`src/rtl/id_ex_stage_reg_pkg.sv`:
```
// Core-wide opcode constants, writeback selector and the ID/EX bundle.
// Shared by the ID/EX register and its hazard detector.
package id_ex_stage_reg_pkg;

  localparam int CORE_XLEN       = 32;
  localparam int CORE_ALU_CTRL_W = 4;

  localparam logic [6:0] OPCODE_LOAD   = 7'b0000011;
  localparam logic [6:0] OPCODE_OPIMM  = 7'b0010011;
  localparam logic [6:0] OPCODE_AUIPC  = 7'b0010111;
  localparam logic [6:0] OPCODE_STORE  = 7'b0100011;
  localparam logic [6:0] OPCODE_OP     = 7'b0110011;
  localparam logic [6:0] OPCODE_LUI    = 7'b0110111;
  localparam logic [6:0] OPCODE_BRANCH = 7'b1100011;
  localparam logic [6:0] OPCODE_JALR   = 7'b1100111;
  localparam logic [6:0] OPCODE_JAL    = 7'b1101111;
  localparam logic [6:0] OPCODE_SYSTEM = 7'b1110011;

  typedef enum logic [1:0] {
    NO_WRITEBACK  = 2'd0,
    ALU_WRITEBACK = 2'd1,
    MEM_WRITEBACK = 2'd2,
    PC4_WRITEBACK = 2'd3
  } write_back_mux_selector;

  typedef struct packed {
    logic                       valid;
    logic [6:0]                 opcode;
    logic [4:0]                 rs1;
    logic [4:0]                 rs2;
    logic [4:0]                 rd;
    logic [CORE_XLEN-1:0]       rs1_data;
    logic [CORE_XLEN-1:0]       rs2_data;
    logic [CORE_XLEN-1:0]       imm;
    logic [CORE_XLEN-1:0]       pc;
    logic [CORE_ALU_CTRL_W-1:0] alu_ctrl;
    write_back_mux_selector     wb_mux;
  } id_ex_bundle_t;

  function automatic id_ex_bundle_t id_ex_bubble();
    id_ex_bundle_t b;
    b        = '0;
    b.wb_mux = NO_WRITEBACK;
    return b;
  endfunction

endpackage

```
`src/rtl/id_ex_stage_reg_hazard_detect.sv`:
```
// Load-use detector: a load in EX whose rd feeds a source
// actually read by the instruction sitting in ID.
module hazard_detect
  import id_ex_stage_reg_pkg::*;
(
  input  logic                   ex_valid,
  input  write_back_mux_selector ex_wb_mux,
  input  logic [4:0]             ex_rd,
  input  logic                   id_valid,
  input  logic [6:0]             id_opcode,
  input  logic [4:0]             id_rs1,
  input  logic [4:0]             id_rs2,
  output logic                   load_use
);

  logic use_rs1;
  logic use_rs2;
  logic rs1_hit;
  logic rs2_hit;

  always_comb begin
    use_rs1 = 1'b0;
    use_rs2 = 1'b0;
    unique case (1'b1)
      (id_opcode == OPCODE_OP),
      (id_opcode == OPCODE_STORE),
      (id_opcode == OPCODE_BRANCH): begin
        use_rs1 = 1'b1;
        use_rs2 = 1'b1;
      end
      (id_opcode == OPCODE_OPIMM),
      (id_opcode == OPCODE_LOAD),
      (id_opcode == OPCODE_JALR): begin
        use_rs1 = 1'b1;
      end
      default: begin
        use_rs1 = 1'b0;
        use_rs2 = 1'b0;
      end
    endcase
  end

  assign rs1_hit = use_rs1 && (id_rs1 == ex_rd);
  assign rs2_hit = use_rs2 && (id_rs2 == ex_rd);

  // x0 is hardwired zero, so a load targeting it never hazards
  assign load_use = ex_valid
                 && (ex_wb_mux == MEM_WRITEBACK)
                 && (ex_rd != 5'd0)
                 && id_valid
                 && (rs1_hit || rs2_hit);

endmodule

```
`src/rtl/id_ex_stage_reg.sv`:
```
// ID/EX pipeline register with load-use bubble injection,
// branch flush, downstream stall and a saturating bubble counter.
module id_ex_stage_reg
  import id_ex_stage_reg_pkg::*;
#(
  parameter int XLEN       = 32,
  parameter int ALU_CTRL_W = 4,
  parameter int CNT_W      = 16
) (
  input  logic                   clk,
  input  logic                   reset,
  input  logic                   id_valid_ip,
  input  logic [6:0]             id_opcode_ip,
  input  logic [4:0]             id_rs1_ip,
  input  logic [4:0]             id_rs2_ip,
  input  logic [4:0]             id_rd_ip,
  input  logic [XLEN-1:0]        id_rs1_data_ip,
  input  logic [XLEN-1:0]        id_rs2_data_ip,
  input  logic [XLEN-1:0]        id_imm_ip,
  input  logic [XLEN-1:0]        id_pc_ip,
  input  logic [ALU_CTRL_W-1:0]  id_alu_ctrl_ip,
  input  write_back_mux_selector id_wb_mux_ip,
  input  logic                   ex_flush_ip,
  input  logic                   mem_stall_ip,
  output logic                   ex_valid_op,
  output logic [6:0]             ex_opcode_op,
  output logic [4:0]             ex_rs1_op,
  output logic [4:0]             ex_rs2_op,
  output logic [4:0]             ex_rd_op,
  output logic [XLEN-1:0]        ex_rs1_data_op,
  output logic [XLEN-1:0]        ex_rs2_data_op,
  output logic [XLEN-1:0]        ex_imm_op,
  output logic [XLEN-1:0]        ex_pc_op,
  output logic [ALU_CTRL_W-1:0]  ex_alu_ctrl_op,
  output write_back_mux_selector ex_wb_mux_op,
  output logic                   id_hold_op,
  output logic [CNT_W-1:0]       load_use_cnt_op
);

  if (XLEN != CORE_XLEN || ALU_CTRL_W != CORE_ALU_CTRL_W) begin : g_bad_width
    $error("id_ex_stage_reg: widths must match id_ex_bundle_t");
  end

  id_ex_bundle_t    ex_q;
  id_ex_bundle_t    id_d;
  logic             load_use;
  logic [CNT_W-1:0] cnt_q;

  hazard_detect u_hazard (
    .ex_valid  (ex_q.valid),
    .ex_wb_mux (ex_q.wb_mux),
    .ex_rd     (ex_q.rd),
    .id_valid  (id_valid_ip),
    .id_opcode (id_opcode_ip),
    .id_rs1    (id_rs1_ip),
    .id_rs2    (id_rs2_ip),
    .load_use  (load_use)
  );

  // An invalid ID slot enters EX as the canonical bubble
  always_comb begin
    id_d = id_ex_bubble();
    if (id_valid_ip) begin
      id_d.valid    = 1'b1;
      id_d.opcode   = id_opcode_ip;
      id_d.rs1      = id_rs1_ip;
      id_d.rs2      = id_rs2_ip;
      id_d.rd       = id_rd_ip;
      id_d.rs1_data = id_rs1_data_ip;
      id_d.rs2_data = id_rs2_data_ip;
      id_d.imm      = id_imm_ip;
      id_d.pc       = id_pc_ip;
      id_d.alu_ctrl = id_alu_ctrl_ip;
      id_d.wb_mux   = id_wb_mux_ip;
    end
  end

  assign id_hold_op = !reset && !ex_flush_ip
                   && (load_use || mem_stall_ip);

  always_ff @(posedge clk) begin
    if (reset) begin
      ex_q  <= id_ex_bubble();
      cnt_q <= '0;
    end else if (ex_flush_ip) begin
      ex_q <= id_ex_bubble();
    end else if (!mem_stall_ip) begin
      if (load_use) begin
        ex_q <= id_ex_bubble();
        if (cnt_q != {CNT_W{1'b1}}) begin
          cnt_q <= cnt_q + 1'b1;
        end
      end else begin
        ex_q <= id_d;
      end
    end
  end

  assign ex_valid_op     = ex_q.valid;
  assign ex_opcode_op    = ex_q.opcode;
  assign ex_rs1_op       = ex_q.rs1;
  assign ex_rs2_op       = ex_q.rs2;
  assign ex_rd_op        = ex_q.rd;
  assign ex_rs1_data_op  = ex_q.rs1_data;
  assign ex_rs2_data_op  = ex_q.rs2_data;
  assign ex_imm_op       = ex_q.imm;
  assign ex_pc_op        = ex_q.pc;
  assign ex_alu_ctrl_op  = ex_q.alu_ctrl;
  assign ex_wb_mux_op    = ex_q.wb_mux;
  assign load_use_cnt_op = cnt_q;

endmodule

```
`config.mk`:
```
export PLATFORM = sky130hd
export DESIGN_NAME = id_ex_stage_reg
export DESIGN_NICKNAME = d
export VERILOG_FILES = /design/src/rtl/id_ex_stage_reg_pkg.sv /design/src/rtl/id_ex_stage_reg_hazard_detect.sv /design/src/rtl/id_ex_stage_reg.sv
export SDC_FILE = /design/constraint.sdc
export NUM_CORES = 1
export LEC_CHECK = 0
export CORE_AREA = 2 2 131 133
export CTS_BUF_LIST = sky130_fd_sc_hd__clkbuf_8
export CTS_CLUSTER_DIAMETER = 150
export DETAILED_ROUTE_END_ITERATION = 16
export DIE_AREA = 0 0 133 135
export GPL_TIMING_DRIVEN = 0
export MAX_ROUTING_LAYER = met4
export PLACE_DENSITY = 0.77
export SLEW_MARGIN = 25
export SYNTH_ARGS = -nofsm -noshare
export SYNTH_HDL_FRONTEND = slang
export SYNTH_SLANG_ARGS = --single-unit
export TNS_END_PERCENT = 30
```
`constraint.sdc`:
```
create_clock -name clk -period 2.1 [get_ports clk]
set_input_delay 0.42 -clock clk [delete_from_list [all_inputs] [get_ports clk]]
set_output_delay 0.42 -clock clk [all_outputs]
set_load 0.05 [all_outputs]
```
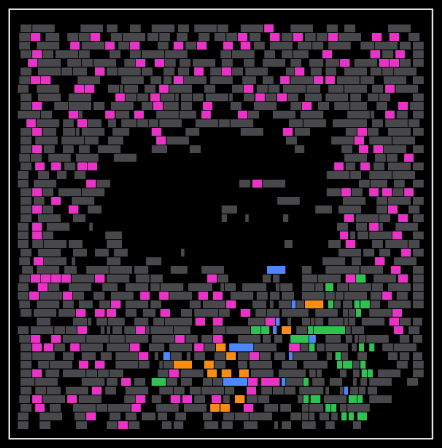
*Selected gate families, run 1*
legend:
  magenta:
    family: AND-OR and OR-AND gates
    cells: 160
    most_used: a22o_1
    where: spread over the die
  orange:
    family: XOR/XNOR gates
    cells: 12
    most_used: xnor2_1
    where: bottom middle
  blue:
    family: NOR gates
    cells: 11
    most_used: nor2_1
  green:
    family: inverting AOI/OAI gates
    cells: 31
    most_used: a21oi_1
    where: bottom right
Comb/total area: 21.08%
most frequent logic cell in the layout: clkdlybuf4s50_1
final cell count without fillers: 1,075

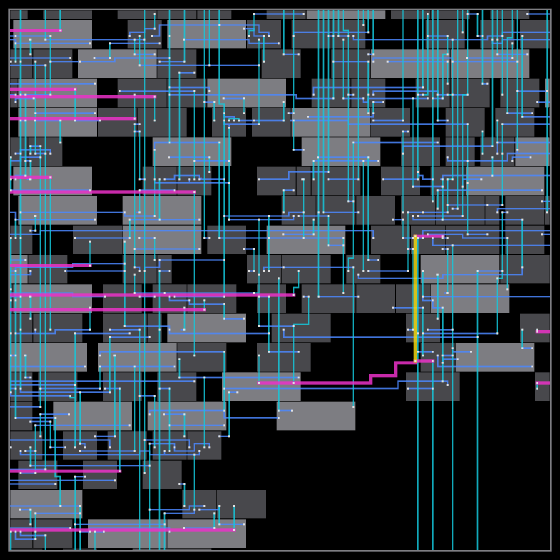
*Zoomed window, run 1*
Region (8, 76) to (58, 126) µm. Cells in gray, sequential cells in the stronger gray; small squares are vias.
legend:
  cyan:
    layer: met2
  yellow:
    layer: met4
  magenta:
    layer: met3
  blue:
    layer: met1
cells with their middle in the window: 125
most frequent: clkdlybuf4s50_1 (36), a22o_1 (32), dfxtp_1 (31)
netlist names of flops here include: ex_pc_op (15), ex_imm_op (14)
sequential cells in the window: 31

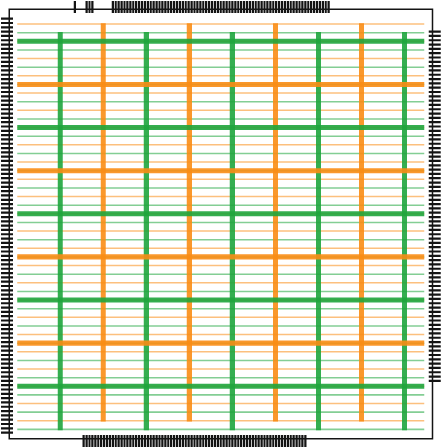
*PDN straps and rails, run 1*
Pins as bars on the die edge.
legend:
  green:
    net: VSS
  orange:
    net: VDD
signal pins: 335
met1 rails: 48
met5 straps: 9
Placeable Area: 16,410 µm²
chip width: 133 µm

[run 1: sequential cells by signal, summed over array words and instances (netlist names)]
| signal | count |
|---|---|
| ex_imm_op | 32 |
| ex_pc_op | 32 |
| ex_rs1_data_op | 32 |
| ex_rs2_data_op | 32 |
| load_use_cnt_op | 16 |
| ex_opcode_op | 7 |
| ex_rd_op | 5 |
| ex_rs1_op | 5 |
| ex_rs2_op | 5 |
| ex_alu_ctrl_op | 4 |
| ex_wb_mux_op | 2 |
| ex_valid_op | 1 |
[run 1: power by group]
group | internal [mW] | switching (mW)
combinational | 0.437 | 0.412
sequential | 3.34 | 0.0363
clock | 1.09 | 1.23
total | 4.87 | 1.68
[run 1: final cells by class]
type | count | area share, %
Sequential cell | 173 | 33.97
Tap cell | 220 | 2.684
Timing Repair Buffer | 350 | 34.92
Buffer | 39 | 3.477
Multi-Input combinational cell | 260 | 21.08
Inverter | 1 | 0.03660
Clock inverter | 14 | 1.415
Clock buffer | 18 | 2.416
[run 1: kinds of logic (layout without fill, tap and decap cells)]
logic type,after synthesis,after routing,share of synthesized area (%)
flip-flops,173,173,60.72
AND/OR/NAND/NOR,55,55,5.769
AND-OR/OR-AND,190,191,27.48
XOR/XNOR,12,12,1.842
adder cells (fa/ha/maj),1,1,0.2193
multiplexers,1,1,0.1755
buffers and inverters,40,422,3.795
[run 1: routing by layer]
metal / GRT usage [%] / vias to the layer above / wire length [µm]
met5: - / - / 0
met4: 9.140 / 0 / 537
met2: 37.36 / 245 / 10000
li1: - / 2550 / -
met1: 23.11 / 2503 / 7409
met3: 7.958 / 38 / 1729
[run 1: timing repair]
action,CTS,global route
setup endpoints to repair,185,210
cloned,3,1
hold buffers,0,0
resized,85,78
pin swaps,9,4
setup buffers,11,4
==> results.json, run 1 <==
{
  "grt.total_usage_pct": 21.93,
  "routed_via_density": 4.964,
  "drc_errors": 0,
  "cp.arrival_ps": 2010,
  "violations": "negative setup slack",
  "edf_count": 0,
  "ys_cells": 472,
  "hold_depth": 2,
  "worstReg2RegEnd": "ex_imm_op[3]",
  "critical_path.top_delay_family": "simple AND/OR/NAND/NOR gates",
  "whs_ps": 245.8,
  "crit_path_top_delay_cell": "or4_4",
  "largest_area_cell": "dfxtp_1",
  "worstHoldEndpoint": "ex_rs1_op[1]",
  "avgSynthCellArea_um2": 12.09,
  "slew_viol_final": 0,
  "crit_buf_inv": 1,
  "status": "complete, but fails checks",
  "finalWeightedCongestion": 0.7854,
  "clock_sinks": 173,
  "min_from": "id_rs1_ip[1]",
  "hpwl_um": 14220,
  "most_common_cell": "dfxtp_1",
  "dpl_cell_area_um2": 9339,
  "antenna_found_initial": 0,
  "common_cells": "173 x dfxtp_1, 156 x a22o_1, 20 x clkbuf_1",
  "ios": 335,
  "maxCapViolCount": 0,
  "cts_buffers": 17,
  "ys_area_um2": 5704,
  "cp.required_ps": 1680,
  "cts.htree.levels": 4,
  "finalSetupViolations": 141,
  "tns_ps": -14240,
  "regArea_um2": 3483,
  "slowest_delay_ps": 550,
  "ant_nets": 0,
  "first_iter_violations": 241,
  "drive_above_1_share_pct": 12.05,
  "worst-setup-path-type": "flip-flop to output pin",
  "wl_um": 19680,
  "ys.flops": 173,
  "fill_cells": 1348,
  "synth_cell_types": 38,
  "overflow": 0,
  "p_leak_nw": 4.778,
  "die_area_um2": 17960,
  "warnings": 28,
  "finalHoldViolations": 0,
  "layout_setup_ws_ps": -327.5,
  "irDropWorstVdd_uv": 336.9
}
### Where the registers sit, run 1

Other sequential cells in the stronger gray, the rest of the logic in the fainter gray.
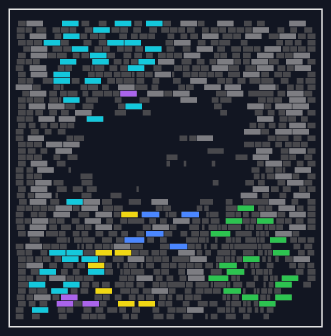

==> run 2: changes to the inputs <==
--- a/config.mk
+++ b/config.mk
@@ -12,7 +12,7 @@
 export DIE_AREA = 0 0 133 135
 export GPL_TIMING_DRIVEN = 0
 export MAX_ROUTING_LAYER = met4
-export PLACE_DENSITY = 0.77
+export PLACE_DENSITY = 0.75
 export SLEW_MARGIN = 25
 export SYNTH_ARGS = -nofsm -noshare
 export SYNTH_HDL_FRONTEND = slang
==> constraint.sdc (replaced) <==
create_clock -name clk -period 2.9 [get_ports clk]
set_input_delay 0.58 -clock clk [delete_from_list [all_inputs] [get_ports clk]]
set_output_delay 0.58 -clock clk [all_outputs]
set_load 0.05 [all_outputs]
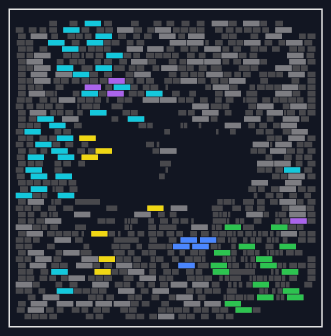
*Where the registers sit, run 2*
Other sequential cells in the stronger gray, the rest of the logic in the fainter gray.
legend:
  yellow:
    signal: ex_opcode_op
    flops: 7
  green:
    signal: load_use_cnt_op
    flops: 16
    where: bottom right
  blue:
    signal: ex_rd_op
    flops: 5
    where: bottom middle
  cyan:
    signal: ex_pc_op
    flops: 32
  purple:
    signal: ex_alu_ctrl_op
    flops: 4
not colored: 109

==> results.json, run 2 <==
{
  "whs_ps": 390.6,
  "ys_sh_simple_pct": 5.769,
  "clkLatencyLatePin_ps": 450,
  "ios": 335,
  "slew_viol_final": 0,
  "maxCapViolCount": 0,
  "top_cell_area_share_pct": 60.72,
  "cts_setup_buffers": 0,
  "cp.arrival_ps": 2230,
  "synth_cell_types": 38,
  "fin_util_pct": 59.67,
  "regArea_um2": 3463,
  "clock_sinks": 173,
  "globalRouteMet3Util_pct": 6.944,
  "common_cells": "173 x dfxtp_1, 156 x a22o_1, 20 x clkbuf_1",
  "chipWidth_um": 133,
  "mux_area_share_pct": 0.1755,
  "critPathLaunch": "id_rs1_ip[3]",
  "avgSynthCellArea_um2": 12.09,
  "drc_errors": 0,
  "worstReg2RegEnd": "load_use_cnt_op[10]",
  "async_flop_share_pct": 0,
  "most_common_cell": "dfxtp_1",
  "first_iter_violations": 256,
  "ys.flops": 173,
  "cp.required_ps": 2320,
  "grt_use_met1_pct": 24.18,
  "fill_cells": 1353,
  "routed_via_density": 4.969,
  "grt_busiest_layer": "met2",
  "ys_cells": 472,
  "ant_nets": 0,
  "hold_buffers": 0,
  "finalHoldViolations": 0,
  "status": "finished clean",
  "cts_buffers": 17,
  "dpl_cell_area_um2": 9313,
  "ys_sh_xor_pct": 1.843,
  "post_cts_resized": 9,
  "met3_length_um": 1473,
  "ys_area_um2": 5704,
  "tns_ps": 0,
  "worst-setup-path-type": "input pin to output pin",
  "finalNonFillerCells": 1058,
  "hpwl_um": 14170,
  "wl_um": 18860,
  "drive_above_1_share_pct": 6.921,
  "fa_ha_area_share_pct": 0.2193,
  "finalWeightedCongestion": 0.7715,
  "diodes": 0,
  "finalSetupViolations": 0,
  "topCellsByArea": "dfxtp_1 61%, a22o_1 24%, buf_4 2.2%",
  "m1WireLength_um": 7778,
  "grt.total_usage_pct": 20.88,
  "die_area_um2": 17960,
  "synthAoiAreaFrac_pct": 27.48,
  "layout_setup_ws_ps": 85.91,
  "layout_top_cell": "clkdlybuf4s50_1",
  "top_logic_kind": "AND-OR/OR-AND gates",
  "warnings": 26,
  "core_area_um2": 16410,
  "use_met2_pct": 33.59,
  "overflow": 0,
  "antenna_found_initial": 0
}
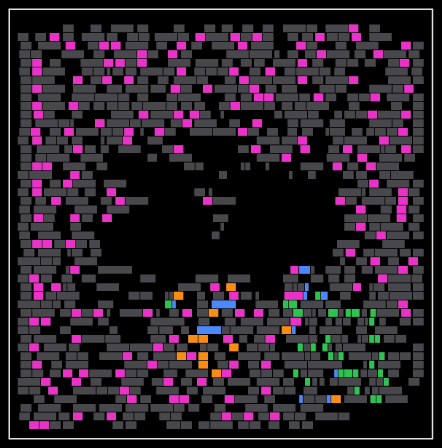
*Selected gate families, run 2*
legend:
  green:
    family: inverting AOI/OAI gates
    cells: 30
    most_used: a21oi_1
    where: bottom right
  blue:
    family: NOR gates
    cells: 11
    most_used: nor2_1
  orange:
    family: XOR/XNOR gates
    cells: 12
    most_used: xnor2_1
    where: bottom middle
  magenta:
    family: AND-OR and OR-AND gates
    cells: 160
    most_used: a22o_1
    where: spread over the die

-- run 2: cell types whose count changed in the layout (fill, tap and decap cells not counted), moves of 4 or more --
cell             change
clkinvlp_4           -4
dlygate4sd2_1       -26
buf_4               +11
o21ai_2              -4
buf_8               -12
dfxtp_1             +10
inv_6                -4
o21ai_0              +4
dlymetal6s2s_1      -44
dfxtp_2              -7
clkdlybuf4s50_1     +70
buf_6               -11
-- run 2: worst min-delay path by stage --
stage                      start  cells past startpoint  slack, ps                  to
3_5_place_dp        ex_pc_op[19]                      1        460        ex_pc_op[19]
3_3_place_gp         ex_valid_op                      1        460         ex_valid_op
4_1_cts                    reset                      2        480  load_use_cnt_op[7]
5_1_grt          id_opcode_ip[0]                      2        380     ex_opcode_op[0]
6_report         id_opcode_ip[0]                      2        390     ex_opcode_op[0]
2_1_floorplan  id_alu_ctrl_ip[0]                      1        710   ex_alu_ctrl_op[0]
-- run 2: critical path, cell delays in order --
cell and delay (ps):
clkdlybuf4s50_1 520, xnor2_1 130, nand4_1 170, nor4_4 340, o21ba_4 180, o21a_1 140, buf_6 160
-- run 2: report_power, final --
part / internal, mW / total, mW / switching [mW] / leakage [nW]
combinational: 0.306 / 0.598 / 0.292 / 2.14
sequential: 2.42 / 2.44 / 0.0263 / 1.40
clock: 0.889 / 1.75 / 0.858 / 0.216
total: 3.61 / 4.79 / 1.18 / 3.75
-- run 2: area by class of cell --
class / count / area share (%)
flip-flops and latches: 173 / 35.38
repair buffers: 336 / 34.39
multi-input cells: 259 / 21.05
well taps: 220 / 2.812
clock buffers: 19 / 2.671
plain buffers: 39 / 2.173
clock inverters: 11 / 1.483
inverters: 1 / 0.03834
### Zoomed window, run 2

Region (8, 76) to (58, 126) µm. Cells in gray, sequential cells in the stronger gray; small squares are vias.
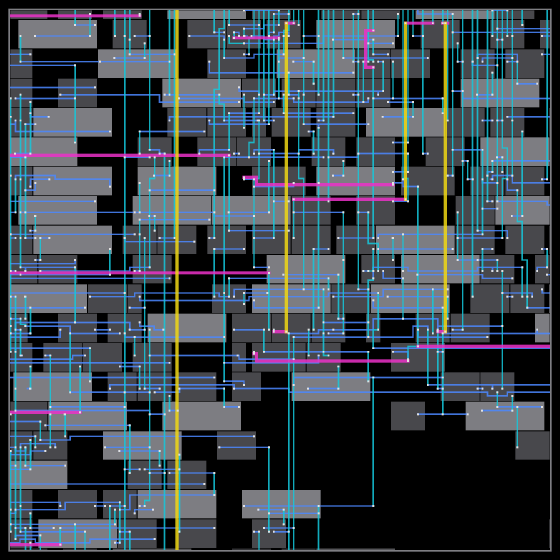

==> run 3: changes to the inputs <==
--- a/config.mk
+++ b/config.mk
@@ -13,6 +13,8 @@
 export GPL_TIMING_DRIVEN = 0
 export MAX_ROUTING_LAYER = met4
 export PLACE_DENSITY = 0.75
+export REMOVE_ABC_BUFFERS = 1
+export SETUP_SLACK_MARGIN = 0.15
 export SLEW_MARGIN = 25
 export SYNTH_ARGS = -nofsm -noshare
 export SYNTH_HDL_FRONTEND = slang
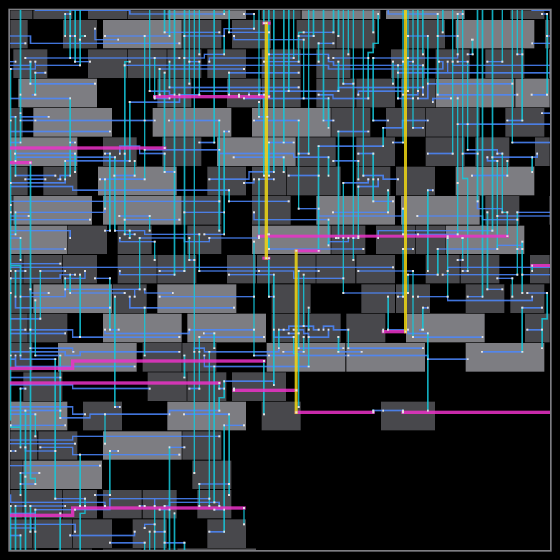
*Zoomed window, run 3*
Region (8, 76) to (58, 126) µm. Cells in gray, sequential cells in the stronger gray; small squares are vias.
legend:
  yellow:
    layer: met4
  magenta:
    layer: met3
  blue:
    layer: met1
  cyan:
    layer: met2
cells with their middle in the window: 125
most frequent: clkdlybuf4s50_1 (53), a22o_1 (33), dfxtp_1 (31)
netlist names of flops here include: ex_rs1_data_op (10), ex_rs2_data_op (8), ex_imm_op (7)
sequential cells in the window: 31

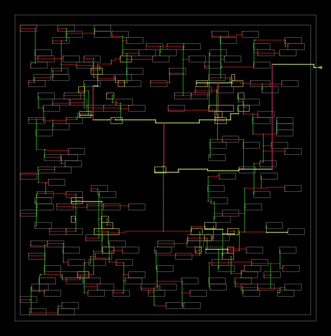
*The clock network, run 3*
number of CTS-inserted buffers: 17
clock buffers: 17
flop count: 173
Fin Clk Skew: 14.66 ps
clk pwr: 1.64 mW

==> results.json, run 3 <==
{
  "async_flop_share_pct": 0,
  "met3_length_um": 1389,
  "whs_ps": 394.7,
  "min_period_ps": 2716,
  "dr.pass1.iters": 4,
  "grt_busiest_layer": "met2",
  "hpwl_um": 13930,
  "ff_type": "dfxtp_1",
  "cp_max_fo": 2,
  "first_iter_violations": 321,
  "grt_use_met1_pct": 22.87,
  "warnings": 27,
  "wl_um": 18850,
  "m1WireLength_um": 7482,
  "slew_viol_final": 0,
  "first_global_vias": 5496,
  "cts.htree.levels": 4,
  "drc_errors": 0,
  "avgSynthCellArea_um2": 12.09,
  "area_growth_pct": 71.53,
  "diodes": 0,
  "synth_cell_types": 38,
  "port_buffers": 334,
  "cp-start-kind": "input pin",
  "antenna_found_initial": 0,
  "finalNonFillerCells": 1034,
  "slew_headroom_pct": 41.05,
  "cts_buffer_depth": 2,
  "grt_setup_unrepaired": "true",
  "use_met2_pct": 34.66,
  "placedCellCount": 997,
  "ios": 335,
  "powerDensity_nw_per_um2": 479.4,
  "finalCritPeriodShare_pct": 93.66,
  "ant_nets": 0,
  "chipWidth_um": 133,
  "cp.required_ps": 2320,
  "vias": 5318,
  "fin_nets": 965,
  "maxCapViolCount": 0,
  "yosys.stat.seqShare_pct": 60.72,
  "cts_root_buf": "clkbuf_8",
  "finalHoldViolations": 0,
  "common_cells": "173 x dfxtp_1, 156 x a22o_1, 20 x clkbuf_1",
  "ys_cells": 472,
  "clock_sinks": 173,
  "most_common_cell": "dfxtp_1",
  "ys.flops": 173,
  "ys_area_um2": 5704,
  "hold_class": "input pin to flip-flop",
  "grt.total_usage_pct": 20.73,
  "dpl_cell_area_um2": 9275,
  "finalSetupViolations": 0,
  "die_area_um2": 17960,
  "status": "finished clean",
  "grt_pass1_wl_um": 28500,
  "largest_area_cell": "dfxtp_1",
  "die_y_um": 135,
  "netlist_instances": 472,
  "finalWeightedCongestion": 0.8450,
  "wl_per_cell_um": 18.23,
  "fin_area_um2": 9784,
  "tightest_slew_ps": 884.1,
  "clkLatencyLatePin_ps": 440,
  "detailroute.wirelength.met2_um": 9583,
  "top_cell_area_share_pct": 60.72,
  "overflow": 0,
  "syn_area_um2": 5704,
  "irDropWorstVdd_uv": 251.4,
  "hold_buffers": 0,
  "topCellsByArea": "dfxtp_1 61%, a22o_1 24%, buf_4 2.2%",
  "globalRouteMet3Util_pct": 7.095,
  "edf_count": 0,
  "cp.arrival_ps": 2140,
  "core_area_um2": 16410,
  "routed_via_density": 5.143,
  "drive_above_1_share_pct": 7.248,
  "final_layout_top_logic_cells": "322 x clkdlybuf4s50_1, 171 x dfxtp_1, 156 x a22o_1, 17 x clkbuf_8, 12 x a21oi_1",
  "top_layer": "met4",
  "worst-setup-path-type": "input pin to output pin",
  "cts_tree": "done",
  "layout_top_cell": "clkdlybuf4s50_1"
}
-- run 3: where the power goes --
group          total, mW  switching (mW)  internal [mW]
registers           2.44          0.0268           2.42
clock network       1.64           0.881          0.761
logic              0.604           0.294          0.311
total               4.69            1.20           3.49
-- run 3: final timing paths --
path	startpoint	end	slack, ps	cells after the start
max	id_rs2_ip[0]	id_hold_op	180	7
min	id_opcode_ip[1]	ex_opcode_op[1]	390	2
max reg2reg	ex_rd_op[1]	ex_pc_op[30]	300	10
min reg2reg	ex_rs2_data_op[31]	ex_rs2_data_op[31]	480	1
-- run 3: area by class of cell --
| type | count | area (µm²) |
|---|---|---|
| well taps | 220 | 275.3 |
| clock inverters | 13 | 141.4 |
| multi-input cells | 259 | 2081 |
| repair buffers | 351 | 3581 |
| flip-flops and latches | 173 | 3468 |
| inverters | 1 | 3.754 |
| fillers | 1290 | 6623 |
| clock buffers | 17 | 234.0 |
-- run 3: timing repair --
item	CTS	global route
pin swaps	3	7
endpoints found under the setup margin	69	2
buffers inserted	3	4
resized	13	16
-- run 3: logic make-up after synthesis --
group | share of synthesized area [%]
compound gates | 27.48
flops | 60.72
simple gates | 5.769
buf+inv | 3.795
xor+xnor | 1.842
mux | 0.1755
fa+ha+maj | 0.2193
-- run 3: stage by stage --
stage | setup WS (ps) | util [%] | setup TNS (ps) | total power, mW
floorplan | -3453 | - | -541810 | 2.740
global placement | -5869 | 55.53 | -919380 | 3.084
detailed placement | -812.0 | 56.53 | -30230 | 3.096
finish | 183.9 | 59.64 | 0 | 4.691
CTS | 22.31 | 59.19 | 0 | 4.742
global route | 126.9 | 59.64 | 0 | 4.880
-- run 3: critical path, stage by stage --
cell	delay (ps)
clkdlybuf4s50_1	460
xnor2_1	260
nand3_2	130
nor4_4	210
o21ba_4	200
o21a_1	140
buf_6	160
Power figures rest on the tool's default switching activity, not on a simulated workload.
